<file path="src/rtl/vram_arbiter.sv">
// VRAM port arbiter: scanout reads win, queued pixel writes fill idle cycles.
// Optional full-VRAM fill engine enabled with `define VRAM_FILL_EN.
module vram_arbiter #(
  parameter int ADDR_WIDTH = 18,
  parameter int DATA_WIDTH = 6,
  parameter int DEPTH      = 230400,
  parameter int FIFO_DEPTH = 4
) (
  input  logic                  i_clk,
  input  logic                  i_rst,
  input  logic                  i_disp_req,
  input  logic [ADDR_WIDTH-1:0] i_disp_addr,
  output logic [DATA_WIDTH-1:0] o_disp_data,
  output logic                  o_disp_valid,
  input  logic                  i_wr_valid,
  output logic                  o_wr_ready,
  input  logic [ADDR_WIDTH-1:0] i_wr_addr,
  input  logic [DATA_WIDTH-1:0] i_wr_data,
  output logic [ADDR_WIDTH-1:0] o_mem_addr,
  output logic                  o_mem_write,
  output logic [DATA_WIDTH-1:0] o_mem_data,
  input  logic [DATA_WIDTH-1:0] i_mem_data,
  input  logic                  i_fill_start,
  input  logic [DATA_WIDTH-1:0] i_fill_colour,
  output logic                  o_fill_busy,
  output logic                  o_fill_done
);

  localparam int PW = $clog2(FIFO_DEPTH);
  localparam int CW = PW + 1;
  localparam logic [ADDR_WIDTH-1:0] LAST_ADDR = ADDR_WIDTH'(DEPTH - 1);

  logic [ADDR_WIDTH-1:0] fifo_addr_q [FIFO_DEPTH];
  logic [DATA_WIDTH-1:0] fifo_data_q [FIFO_DEPTH];

  logic [CW-1:0]         count_q, count_d;
  logic [PW-1:0]         rd_ptr_q, rd_ptr_d;
  logic [PW-1:0]         wr_ptr_q, wr_ptr_d;
  logic [ADDR_WIDTH-1:0] mem_addr_q, mem_addr_d;
  logic [DATA_WIDTH-1:0] mem_data_q, mem_data_d;
  logic                  mem_write_q, mem_write_d;
  logic                  disp_pend_q, disp_pend_d;
  logic                  disp_valid_q, disp_valid_d;

  logic                  empty, full, push;
  logic                  disp_gnt, fifo_gnt, fill_gnt;
  logic                  fill_want, fill_block;
  logic [ADDR_WIDTH-1:0] fill_addr;
  logic [DATA_WIDTH-1:0] fill_colour;

  assign empty = (count_q == '0);
  assign full  = (count_q == CW'(FIFO_DEPTH));

  assign o_wr_ready = !i_rst && !full && !fill_block;
  assign push       = i_wr_valid && o_wr_ready;

  // Grant uses the registered count, so a fresh push waits a cycle.
  assign disp_gnt = i_disp_req;
  assign fifo_gnt = !i_disp_req && !empty;
  assign fill_gnt = !i_disp_req && empty && fill_want;

  always_comb begin
    mem_addr_d  = mem_addr_q;
    mem_data_d  = mem_data_q;
    mem_write_d = 1'b0;
    unique case (1'b1)
      disp_gnt: begin
        mem_addr_d = i_disp_addr;
      end
      fifo_gnt: begin
        mem_addr_d  = fifo_addr_q[rd_ptr_q];
        mem_data_d  = fifo_data_q[rd_ptr_q];
        mem_write_d = 1'b1;
      end
      fill_gnt: begin
        mem_addr_d  = fill_addr;
        mem_data_d  = fill_colour;
        mem_write_d = 1'b1;
      end
      default: ;
    endcase
  end

  always_comb begin
    count_d      = count_q + CW'(push) - CW'(fifo_gnt);
    rd_ptr_d     = rd_ptr_q + PW'(fifo_gnt);
    wr_ptr_d     = wr_ptr_q + PW'(push);
    disp_pend_d  = disp_gnt;
    disp_valid_d = disp_pend_q;
  end

  always_ff @(posedge i_clk) begin
    if (i_rst) begin
      count_q      <= '0;
      rd_ptr_q     <= '0;
      wr_ptr_q     <= '0;
      mem_addr_q   <= '0;
      mem_data_q   <= '0;
      mem_write_q  <= 1'b0;
      disp_pend_q  <= 1'b0;
      disp_valid_q <= 1'b0;
    end else begin
      count_q      <= count_d;
      rd_ptr_q     <= rd_ptr_d;
      wr_ptr_q     <= wr_ptr_d;
      mem_addr_q   <= mem_addr_d;
      mem_data_q   <= mem_data_d;
      mem_write_q  <= mem_write_d;
      disp_pend_q  <= disp_pend_d;
      disp_valid_q <= disp_valid_d;
    end
  end

  always_ff @(posedge i_clk) begin
    if (push) begin
      fifo_addr_q[wr_ptr_q] <= i_wr_addr;
      fifo_data_q[wr_ptr_q] <= i_wr_data;
    end
  end

  assign o_mem_addr   = mem_addr_q;
  assign o_mem_data   = mem_data_q;
  assign o_mem_write  = mem_write_q;
  assign o_disp_valid = disp_valid_q;
  assign o_disp_data  = i_mem_data;

`ifdef VRAM_FILL_EN
  typedef enum logic [1:0] {
    F_IDLE,
    F_FLUSH,
    F_FILL,
    F_DONE
  } fill_state_e;

  fill_state_e           state_q, state_d;
  logic [ADDR_WIDTH-1:0] fill_addr_q, fill_addr_d;
  logic [DATA_WIDTH-1:0] colour_q, colour_d;
  logic                  busy_q, busy_d;
  logic                  done_q, done_d;

  always_comb begin
    state_d     = state_q;
    fill_addr_d = fill_addr_q;
    colour_d    = colour_q;
    unique case (state_q)
      F_IDLE: begin
        if (i_fill_start) begin
          colour_d = i_fill_colour;
          state_d  = F_FLUSH;
        end
      end
      F_FLUSH: begin
        if (empty) begin
          fill_addr_d = '0;
          state_d     = F_FILL;
        end
      end
      F_FILL: begin
        if (fill_gnt) begin
          fill_addr_d = fill_addr_q + ADDR_WIDTH'(1);
          if (fill_addr_q == LAST_ADDR) state_d = F_DONE;
        end
      end
      F_DONE: begin
        state_d = F_IDLE;
      end
      default: state_d = F_IDLE;
    endcase
    busy_d = (state_d != F_IDLE);
    done_d = (state_d == F_DONE);
  end

  always_ff @(posedge i_clk) begin
    if (i_rst) begin
      state_q     <= F_IDLE;
      fill_addr_q <= '0;
      colour_q    <= '0;
      busy_q      <= 1'b0;
      done_q      <= 1'b0;
    end else begin
      state_q     <= state_d;
      fill_addr_q <= fill_addr_d;
      colour_q    <= colour_d;
      busy_q      <= busy_d;
      done_q      <= done_d;
    end
  end

  assign fill_want   = (state_q == F_FILL);
  assign fill_block  = busy_q;
  assign fill_addr   = fill_addr_q;
  assign fill_colour = colour_q;
  assign o_fill_busy = busy_q;
  assign o_fill_done = done_q;
`else
  logic unused_fill;
  assign unused_fill = ^{i_fill_start, i_fill_colour, LAST_ADDR};

  assign fill_want   = 1'b0;
  assign fill_block  = 1'b0;
  assign fill_addr   = '0;
  assign fill_colour = '0;
  assign o_fill_busy = 1'b0;
  assign o_fill_done = 1'b0;
`endif

endmodule
</file>
<file path="config.mk">
export PLATFORM = sky130hd
export DESIGN_NAME = vram_arbiter
export DESIGN_NICKNAME = d
export VERILOG_FILES = /design/src/rtl/vram_arbiter.sv
export SDC_FILE = /design/constraint.sdc
export NUM_CORES = 1
export LEC_CHECK = 0
export CAP_MARGIN = 0
export CORE_MARGIN = 1
export CORE_UTILIZATION = 46
export DETAILED_ROUTE_END_ITERATION = 6
export PLACE_DENSITY = 0.75
export SYNTH_ARGS = -nofsm -noshare
export SYNTH_HDL_FRONTEND = slang
export SYNTH_SLANG_ARGS = --single-unit
</file>
<file path="constraint.sdc">
create_clock -name i_clk -period 3.6 [get_ports i_clk]
set_clock_uncertainty 0.05 [all_clocks]
set_input_delay 1.08 -clock i_clk [delete_from_list [all_inputs] [get_ports i_clk]]
set_output_delay 1.08 -clock i_clk [all_outputs]
set_load 0.05 [all_outputs]
</file>
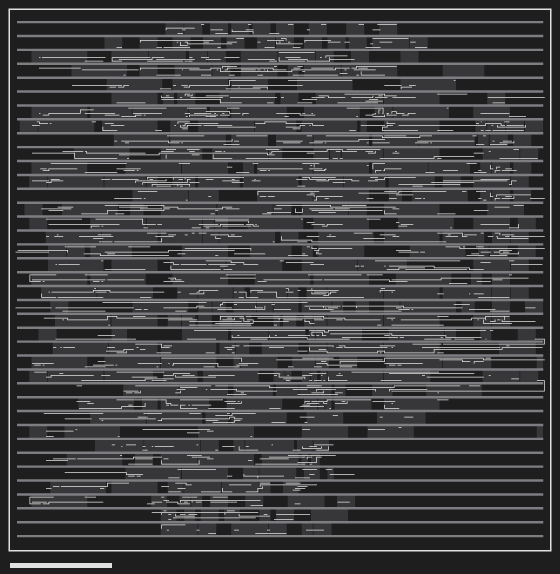
layer_met1.png
The bar under the picture is 20 um long. Supply wires on this layer in gray. Cells faint in the background.
wire length on this layer: 4000 um
main direction: horizontal

==> reports/qor.csv <==
metric,value,unit
CP max FO,10,
wire length of the first global-routing pass,15300,um
global router's overall resource usage,18.9,%
GRT met1 Usage,22.7,%
"post-synthesis share of cell area spent on and, or, nand and nor gates",5.43,%
fraction of power consumed by the clock network,37.9,%
wire length per cell after detailed routing,19.2,um
DRT antenna net count,0,
largest combinational cell category by area,multiplexers,
synthesized netlist cell count,261,
CTS resizes,0,
final slew viol count,0,
placed wire-length estimate after detailed placement,5840,um
Worst Setup Slack post-DPL,0.173,ns
largest cells by area after synthesis,"edfxtp_1 (58%), dfxtp_1 (14%), mux4_2 (6.4%)",
"top cells by count, synth","edfxtp_1 (96), dfxtp_1 (34), and3_1 (19)",
Comb area,1240,sq um
fraction of layout instances using a drive strength above 1,18.4,%
most used cells in the layout excluding fill and tap cells,"edfxtp_1 (96), clkdlybuf4s50_1 (71), dfxtp_1 (33)",
area taken by flip-flops and latches,3560,sq um
setup TNS after final layout,0,ns
ys flops,130,
final hold violation count,0,
First DRT Iteration DRCs,95,
Comb group,0.987,mW
H-tree lvl count,4,
outcome,completed,
final total power,4.64,mW
classification of the worst-slack hold path,flop to flop,
DRC violation count after routing,0,
number of tap cells inserted,136,
PwrDens,719,nW/um^2
diode insertion count for antenna repair,0,
die boundary width,106,um
TritonCTS clock tree,built,
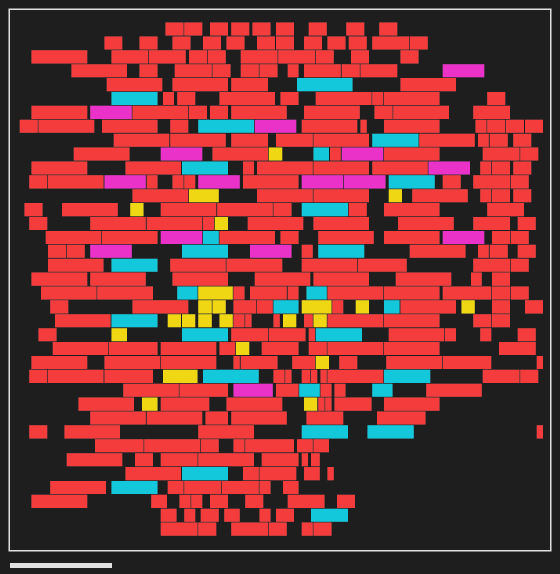
sizes.png
The bar under the picture is 20 um long.
| color | size | cells |
|---|---|---|
| magenta | _2 cells | 15 |
| red | _0 and _1 cells | 293 |
| yellow | _3 and _4 cells | 23 |
| cyan | _6 and larger | 28 |

Power is estimated from default activity; no workload was simulated.
